## src/rtl/ds_link_rx.sv

```systemverilog
// IEEE 1355 DS-DE link receiver: bit recovery, character decode, parity/disconnect checks, RX FIFO.
// Defining DS_LINK_RX_STATS_EN adds the char_count/err_count statistics outputs.
module ds_link_rx #(
    parameter int DATA_W      = 8,
    parameter int DEPTH       = 8,
    parameter int DISC_CYCLES = 64
) (
    input  logic                   clk,
    input  logic                   rst_n,
    input  logic                   d_in,
    input  logic                   s_in,
    input  logic                   rx_ready,
    input  logic                   err_clr,
    output logic                   rx_valid,
    output logic                   rx_ctrl,
    output logic [DATA_W-1:0]      rx_data,
    output logic                   fcc_rcvd,
    output logic                   null_seen,
    output logic                   par_err,
    output logic                   disc_err,
    output logic                   ovf_err,
    output logic [$clog2(DEPTH):0] fifo_level
`ifdef DS_LINK_RX_STATS_EN
    ,
    output logic [15:0]            char_count,
    output logic [7:0]             err_count
`endif
);
    localparam int AW = $clog2(DEPTH);
    localparam int CW = $clog2(DATA_W + 1);
    localparam int IW = $clog2(DISC_CYCLES + 1);

    typedef enum logic [2:0] {
        S_WAIT, S_PAR, S_DATA, S_CTRL, S_ERR
    } state_e;

    logic [1:0]        d_sync_q, s_sync_q;
    logic              x_q, ev_q, evb_q, x_now;
    state_e            state_q, state_d;
    logic [CW-1:0]     cnt_q, cnt_d;
    logic [DATA_W-1:0] sh_q, sh_d, sh_nx;
    logic              c0_q, c0_d, par_q, par_d, acc_q, acc_d;
    logic              chk_q, chk_d, esc_q, esc_d;
    logic [IW-1:0]     idle_q;
    logic              push_q, push_d, pctl_q, pctl_d, fcc_q, fcc_d;
    logic [DATA_W-1:0] pdat_q, pdat_d;
    logic              null_q, perr_q, derr_q, oerr_q;
    logic              null_set, perr_set, ovf_set, disc_now;
    logic [DATA_W:0]   mem_q [DEPTH];
    logic [DATA_W:0]   head;
    logic [AW-1:0]     wr_q, rd_q;
    logic [AW:0]       lvl_q;
    logic              pop, full, wr_en;

    assign x_now = d_sync_q[1] ^ s_sync_q[1];
    assign sh_nx = {evb_q, sh_q[DATA_W-1:1]};

    // A bit event is any change of d^s between consecutive synchronised samples.
    always_ff @(posedge clk or negedge rst_n) begin
        if (!rst_n) begin
            d_sync_q <= '0;
            s_sync_q <= '0;
            x_q      <= 1'b0;
            ev_q     <= 1'b0;
            evb_q    <= 1'b0;
        end else begin
            d_sync_q <= {d_sync_q[0], d_in};
            s_sync_q <= {s_sync_q[0], s_in};
            x_q      <= x_now;
            ev_q     <= x_now ^ x_q;
            evb_q    <= d_sync_q[1];
        end
    end

    assign disc_now = (state_q != S_WAIT) && !ev_q
                   && (idle_q == IW'(DISC_CYCLES - 1));

    always_comb begin
        state_d  = state_q;
        cnt_d    = cnt_q;
        sh_d     = sh_q;
        c0_d     = c0_q;
        par_d    = par_q;
        acc_d    = acc_q;
        chk_d    = chk_q;
        esc_d    = esc_q;
        push_d   = 1'b0;
        pctl_d   = 1'b0;
        pdat_d   = '0;
        fcc_d    = 1'b0;
        null_set = 1'b0;
        perr_set = 1'b0;
        unique case (state_q)
            S_WAIT: if (ev_q) begin
                state_d = S_PAR;
                par_d   = evb_q;
                cnt_d   = CW'(1);
                chk_d   = 1'b0;
                esc_d   = 1'b0;
                acc_d   = 1'b0;
            end
            // cnt_q[0]: 0 = expecting parity bit, 1 = expecting flag bit
            S_PAR: if (ev_q) begin
                if (cnt_q == '0) begin
                    par_d = evb_q;
                    cnt_d = CW'(1);
                end else if (chk_q && !(acc_q ^ par_q ^ evb_q)) begin
                    perr_set = 1'b1;
                    state_d  = S_ERR;
                end else begin
                    state_d = evb_q ? S_CTRL : S_DATA;
                    cnt_d   = '0;
                    acc_d   = 1'b0;
                    chk_d   = 1'b1;
                end
            end
            S_DATA: if (ev_q) begin
                acc_d = acc_q ^ evb_q;
                sh_d  = sh_nx;
                if (cnt_q == CW'(DATA_W - 1)) begin
                    state_d = S_PAR;
                    cnt_d   = '0;
                    if (esc_q) begin
                        perr_set = 1'b1;
                        state_d  = S_ERR;
                    end else begin
                        push_d = 1'b1;
                        pdat_d = sh_nx;
                    end
                end else begin
                    cnt_d = cnt_q + 1'b1;
                end
            end
            S_CTRL: if (ev_q) begin
                acc_d = acc_q ^ evb_q;
                if (cnt_q == '0) begin
                    c0_d  = evb_q;
                    cnt_d = CW'(1);
                end else begin
                    state_d = S_PAR;
                    cnt_d   = '0;
                    if (esc_q) begin
                        esc_d = 1'b0;
                        if (!evb_q && !c0_q) begin
                            null_set = 1'b1;
                        end else begin
                            perr_set = 1'b1;
                            state_d  = S_ERR;
                        end
                    end else if (!evb_q && !c0_q) begin
                        fcc_d = 1'b1;
                    end else if (evb_q && c0_q) begin
                        esc_d = 1'b1;
                    end else begin
                        push_d = 1'b1;
                        pctl_d = 1'b1;
                        pdat_d = {{(DATA_W-1){1'b0}}, c0_q};
                    end
                end
            end
            S_ERR: if (err_clr && !disc_now) state_d = S_WAIT;
            default: state_d = S_WAIT;
        endcase
        if (disc_now) state_d = S_ERR;
    end

    always_ff @(posedge clk or negedge rst_n) begin
        if (!rst_n) begin
            state_q <= S_WAIT;
            cnt_q   <= '0;
            sh_q    <= '0;
            c0_q    <= 1'b0;
            par_q   <= 1'b0;
            acc_q   <= 1'b0;
            chk_q   <= 1'b0;
            esc_q   <= 1'b0;
            idle_q  <= '0;
            push_q  <= 1'b0;
            pctl_q  <= 1'b0;
            pdat_q  <= '0;
            fcc_q   <= 1'b0;
            null_q  <= 1'b0;
            perr_q  <= 1'b0;
            derr_q  <= 1'b0;
            oerr_q  <= 1'b0;
        end else begin
            state_q <= state_d;
            cnt_q   <= cnt_d;
            sh_q    <= sh_d;
            c0_q    <= c0_d;
            par_q   <= par_d;
            acc_q   <= acc_d;
            chk_q   <= chk_d;
            esc_q   <= esc_d;
            if (state_q == S_WAIT || ev_q) idle_q <= '0;
            else if (idle_q != IW'(DISC_CYCLES)) idle_q <= idle_q + 1'b1;
            push_q  <= push_d;
            pctl_q  <= pctl_d;
            pdat_q  <= pdat_d;
            fcc_q   <= fcc_d;
            null_q  <= !disc_now && (null_q || null_set);
            perr_q  <= perr_set || (perr_q && !err_clr);
            derr_q  <= disc_now || (derr_q && !err_clr);
            oerr_q  <= ovf_set || (oerr_q && !err_clr);
        end
    end

    assign pop     = rx_valid && rx_ready;
    assign full    = lvl_q == (AW+1)'(DEPTH);
    assign wr_en   = push_q && (!full || pop) && !disc_now;
    assign ovf_set = push_q && full && !pop && !disc_now;

    always_ff @(posedge clk) begin
        if (wr_en) mem_q[wr_q] <= {pctl_q, pdat_q};
    end

    // Disconnect flushes the FIFO and takes priority over any push or pop.
    always_ff @(posedge clk or negedge rst_n) begin
        if (!rst_n) begin
            wr_q  <= '0;
            rd_q  <= '0;
            lvl_q <= '0;
        end else if (disc_now) begin
            wr_q  <= '0;
            rd_q  <= '0;
            lvl_q <= '0;
        end else begin
            if (wr_en) wr_q <= wr_q + 1'b1;
            if (pop) rd_q <= rd_q + 1'b1;
            lvl_q <= lvl_q + (AW+1)'(wr_en) - (AW+1)'(pop);
        end
    end

    assign head       = mem_q[rd_q];
    assign rx_valid   = lvl_q != '0;
    assign rx_ctrl    = rx_valid && head[DATA_W];
    assign rx_data    = rx_valid ? head[DATA_W-1:0] : '0;
    assign fifo_level = lvl_q;
    assign fcc_rcvd   = fcc_q;
    assign null_seen  = null_q;
    assign par_err    = perr_q;
    assign disc_err   = derr_q;
    assign ovf_err    = oerr_q;

`ifdef DS_LINK_RX_STATS_EN
    logic [15:0] chr_q;
    logic [7:0]  errc_q;

    always_ff @(posedge clk or negedge rst_n) begin
        if (!rst_n) begin
            chr_q  <= '0;
            errc_q <= '0;
        end else begin
            if (wr_en && !pctl_q && chr_q != '1) chr_q <= chr_q + 1'b1;
            if (state_q != S_ERR && state_d == S_ERR && errc_q != '1)
                errc_q <= errc_q + 1'b1;
        end
    end

    assign char_count = chr_q;
    assign err_count  = errc_q;
`endif
endmodule

```

## config.mk

```make
export PLATFORM = sky130hd
export DESIGN_NAME = ds_link_rx
export DESIGN_NICKNAME = d
export VERILOG_FILES = /design/src/rtl/ds_link_rx.sv
export SDC_FILE = /design/constraint.sdc
export NUM_CORES = 1
export LEC_CHECK = 0
export CORE_UTILIZATION = 50
export DETAILED_ROUTE_END_ITERATION = 16
export PLACE_DENSITY = 0.76
export SYNTH_ARGS = -nofsm -noshare
export SYNTH_HDL_FRONTEND = slang
export SYNTH_SLANG_ARGS = --single-unit
```

## constraint.sdc

```tcl
create_clock -name clk -period 2.95 [get_ports clk]
set_input_delay 0.59 -clock clk [delete_from_list [all_inputs] [get_ports clk]]
set_output_delay 0.59 -clock clk [all_outputs]
set_load 0.005 [all_outputs]
```

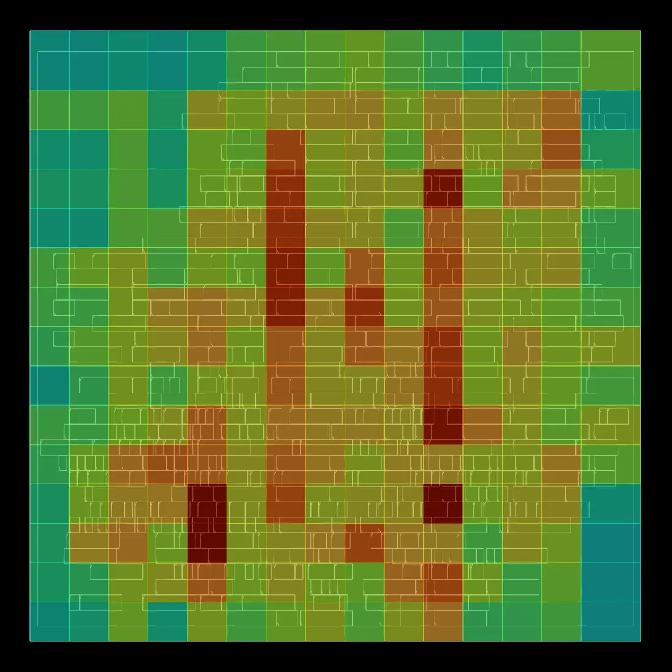
Figure 1: run 1, track usage over the die.
routing usage on met3: 5.05%
fraction of met1 tracks used by global routing: 23.4%
fraction of met2 tracks used by global routing: 32.6%
All-Layer GR Usage: 19.2%

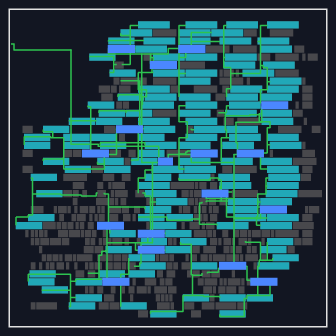
Figure 2: run 1, routed clock nets over the placement.
green -> clock wires  # length 1390 um
cyan -> flip-flops  # count 130
blue -> cells driving clock nets  # count 17
flops lie = spread over the die

==> metrics.cfg, run 1 <==
[run_status]
status=finished, final reports clean

[synth]
synth.most_common_cell=edfxtp_1
yosys.area.top_type_share_pct=39.2
synthDistinctLibCells=53
yosysTopAreaCell=edfxtp_1

[layout]
drive_gt1_share_pct=20.8
area_growth_syn_to_fin_pct=20.7
mostFrequentLayoutCells=edfxtp_1, dfrtp_1, nor2_1
nets=457
reg_top3=mem_q x72, pdat_q x8

[route]
route.detailed.drc=0
drt_wl_total_um=9680
vias=3205

[clocking]
cts.sinks=130
postCtsSetupBuffers=0
cts-root-to-sink-buffers=2
clock_tree.htree_level_count=4

[final_timing]
timing.clock.skew_ns=0.0119
final_period_minus_worst_setup_slack_ns=2.86
period_used_pct=97.0
worst_slew_pin_slew_ns=0.624
slew_headroom_pct=58.4

[power]
powerClk_uw=2000
leakagePower_uw=0.00265
pwr_density_cell_mw_per_mm2=908
power_combinational_uw=1740
vdd_ir_drop_max_mv=0.484

[placement]
io_buffer_count=24

[worst_setup_path]
reg2reg_from=idle_q[0]$_DFFE_PN0P_

[global_route]
overall_overflow_remaining_after_global_route=0

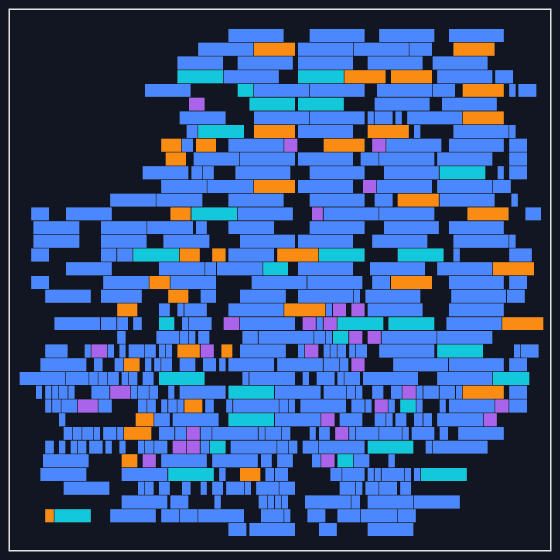
Figure 3: run 1, cells by drive strength.
blue -> drive 1 or less  # cells 355, most used edfxtp_1
cyan -> drive 6 and up  # cells 28, most used clkbuf_16
orange -> drive 2  # cells 36, most used mux4_2
purple -> drive 3 to 4  # cells 29, most used buf_4

==> run 1: worst max-delay path by stage <==
stage / start / to / slack (ns) / depth (start not counted)
after global placement: rx_ready / fifo_level[2]$_DFF_PN0_ / 0.26 / 10
final: rd_q[0]$_DFFE_PN0P_ / rx_data[0] / 0.09 / 5
after floorplan: idle_q[0]$_DFFE_PN0P_ / fifo_level[2]$_DFF_PN0_ / 0.50 / 12
after detailed placement: rx_ready / fifo_level[2]$_DFF_PN0_ / 0.21 / 10
after global routing: rd_q[0]$_DFFE_PN0P_ / rx_data[7] / -0.006 / 5
after CTS: rd_q[0]$_DFFE_PN0P_ / rx_data[1] / 0.002 / 5
==> run 1: per-layer routing <==
layer	share of wire, %	wire, um	global-route usage, %	up-vias
met5	0	0	0	-
met4	1.4	138	7.63	0
met3	4.3	414	5.05	14
met2	51	4990	32.6	80
met1	43	4150	23.4	1597
li1	-	-	-	1514
==> run 1: worst max-delay path: stages (launching register included) <==
cell,delay [ns]
dfrtp_1,0.39
buf_12,0.18
mux4_2,0.52
mux2i_1,0.16
nor2_1,0.06
clkdlybuf4s50_1,0.44
==> run 1: layout make-up <==
class                   count  area, um2
clock inverters            10       83.8
repair buffers             47        439
fillers                   743       3840
well taps                 136        170
multi-input cells         221       1790
inverters                  18       67.6
clock buffers              22        500
flip-flops and latches    130       3610
==> run 1: cells by family (layout without fill, tap and decap cells) <==
| group | after synthesis | after routing | synth area share (%) |
|---|---|---|---|
| simple gates | 122 | 122 | 11.5 |
| compound gates | 32 | 32 | 3.70 |
| mux | 37 | 37 | 11.0 |
| buf+inv | 30 | 97 | 2.11 |
| fa+ha+maj | 16 | 16 | 3.76 |
| flops | 130 | 130 | 65.5 |
| xor+xnor | 14 | 14 | 2.47 |
Figure 4. Selected gate families (run 1).
Scale bar: 20 um.
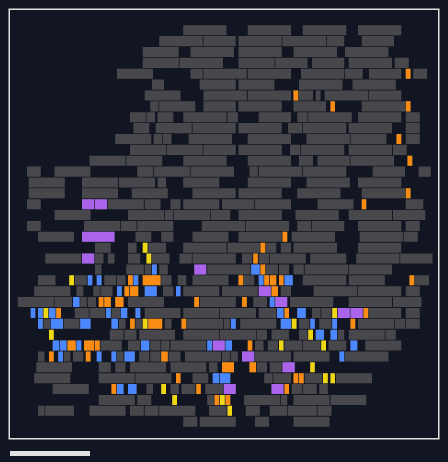

--- run 2 (diff from run 1) ---
- CAP_MARGIN: unset -> 20
- PLACE_DENSITY: 0.76 -> 0.71
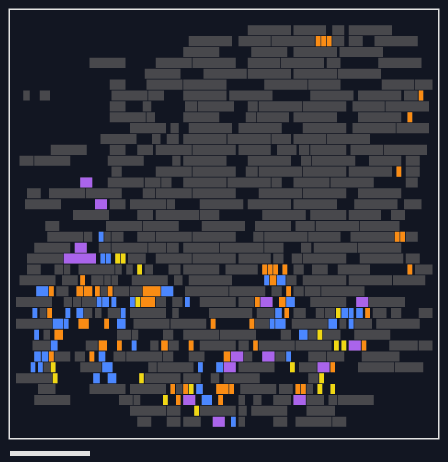
Figure 5: run 2, selected gate families.
Scale bar: 20 um.
yellow -> inverters  # cells 18, most used inv_1
blue -> NAND gates  # cells 46, most used nand2_1, where a horizontal strip, bottom
orange -> NOR gates  # cells 51, most used nor2_1
purple -> XOR/XNOR gates  # cells 14, most used xor2_1

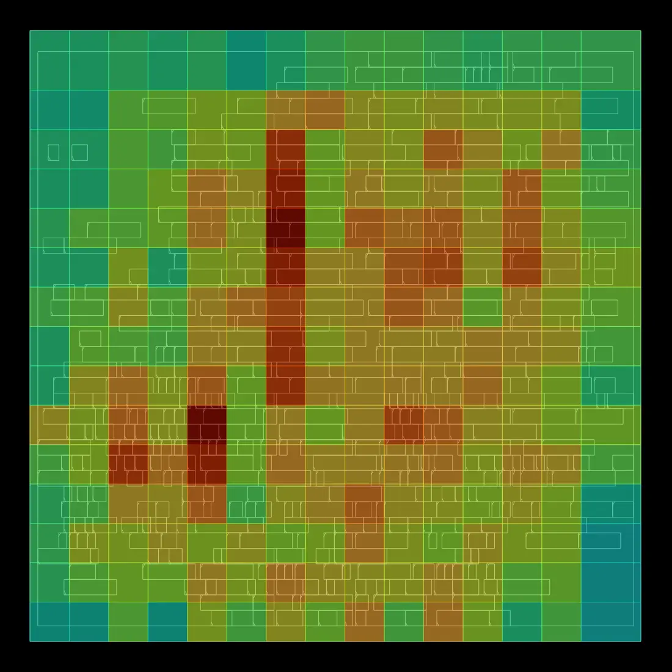
Figure 6: run 2, track usage over the die.
fraction of met1 tracks used by global routing: 25.6%
routing usage on met3: 4.26%

==> run 2 against run 1 <==
  * Sequential share of layout area about the same
  * Via count up 0.84%
  * Total power about the same
  * Sequential power about the same
  * Critical endpoint is now rx_data[3]
  * Largest power group unchanged
==> metrics.cfg, run 2 <==
[final_timing]
final_period_minus_worst_setup_slack_ns=2.88  ; +0.0208 ns
slew_headroom_pct=50.2  ; -8.2 points
final_setup_violation_count=0
timing.clock.skew_ns=0.00969  ; -0.00217 ns
period_used_pct=97.7  ; +0.71 points
worst_slew_pin_slew_ns=0.747  ; +0.123 ns
fin_setup_tns_ns=0

[route]
drt_wl_total_um=10200  ; +5.5%
route.detailed.drc=0  ; unchanged
m1WireLength_um=4480  ; +8.1%
vias=3232  ; +0.84%
detailroute.wirelength.met2_um=5130  ; +2.8%
wl_met3_um=492  ; +19%

[power]
vdd_ir_drop_max_mv=0.564  ; +17%
pwr_density_cell_mw_per_mm2=907  ; about the same
seqPwrFrac_pct=38.6
leakagePower_uw=0.00264  ; -0.33%

[clocking]
cts_buffers=17
clock_tree.htree_level_count=4  ; unchanged
cts-root-to-sink-buffers=2  ; unchanged
worstSkewPairLatency_ns=0.52
postCtsSetupBuffers=1  ; +1
root_buffer=clkbuf_8
cts.sinks=130  ; unchanged

[layout]
drive_gt1_share_pct=22.3  ; +1.5 points
nets=458  ; +0.22%
mostFrequentLayoutCells=edfxtp_1, dfrtp_1, nor2_1
area_growth_syn_to_fin_pct=20.9
filler_free_cell_count_of_the_finished_design=585
reg_top3=mem_q x72, pdat_q x8

[placement]
io_buffer_count=24  ; unchanged

[global_route]
grt_use_total_pct=19.8  ; +0.58 points
use_met2_pct=33.1  ; +0.55 points
vias_in_the_first_global_route=3219
top_usage_layer=met2
overall_overflow_remaining_after_global_route=0  ; unchanged

[synth]
yosysTopAreaCell=edfxtp_1
postSynthNetCount=403
synth.most_common_cell=edfxtp_1
synthDistinctLibCells=53  ; unchanged
yosys.area.top_type_share_pct=39.2  ; unchanged
synth_chip_area_mm2=0.00552

[worst_setup_path]
worstPathBufferInverterCount=2  ; unchanged
slowest_delay_ns=0.51  ; about the same
chain_of_cells_forming_the_critical_path=buf_12 -> mux4_2 -> mux2i_2 -> nor2_1 -> clkdlybuf4s50_1
crit_path_top_delay_cell=mux4_2
timing_worst_setup_path_type=reg -> out
cp_top_family=multiplexers
critPathArrivalTime_ns=2.29

[run_status]
status=finished, final reports clean

-- run 2: worst paths after layout --
path	from	endpoint	slack [ns]	cells past startpoint
max	rd_q[0]$_DFFE_PN0P_	rx_data[3]	0.07	5
min	rst_n	sh_q[4]$_DFFE_PN0P_	0.22	2
max reg2reg	state_q[1]$_DFFE_PN0P_	fifo_level[1]$_DFF_PN0_	0.39	9
min reg2reg	s_sync_q[0]$_DFF_PN0_	s_sync_q[1]$_DFF_PN0_	0.35	0
min in group clk	s_sync_q[0]$_DFF_PN0_	s_sync_q[1]$_DFF_PN0_	0.35	0
max in group asynchronous	rst_n	rd_q[0]$_DFFE_PN0P_	2.19	2
-- run 2: worst register-to-register path: stages (launching register included) --
cell     delay [ns]
dfrtp_1        0.53
nor3_1         0.10
or2_1          0.34
or3_1          0.41
nand2_1        0.08
ha_1           0.22
inv_1          0.06
ha_1           0.18
fa_1           0.41
and2_1         0.14
-- run 2: cell families (layout without fill, tap and decap cells) --
| kind of cell | Yosys count | after routing | synth area share, % |
|---|---|---|---|
| compound gates | 32 | 32 | 3.70 |
| xor+xnor | 14 | 14 | 2.47 |
| mux | 37 | 37 | 11.0 |
| buf+inv | 30 | 98 | 2.11 |
| fa+ha+maj | 16 | 16 | 3.76 |
| flops | 130 | 130 | 65.5 |
| simple gates | 122 | 122 | 11.5 |
-- run 2: power by group through the flow --
stage	registers (uW)	logic [uW]	clock network, uW
global placement	2350	1670	0
global route	2370	1970	2050
CTS	2340	1780	1980
finish	2330	1790	1930
detailed placement	2360	1700	0
floorplan	2280	1190	0
-- run 2: cell type report --
cell class	count	area (um2)
Clock buffer	17	414
Clock inverter	15	138
Fill cell	743	3840
Inverter	18	67.6
Multi-Input combinational cell	221	1800
Sequential cell	130	3610
Tap cell	136	170
Timing Repair Buffer	48	463
Power is estimated from default activity; no workload was simulated.
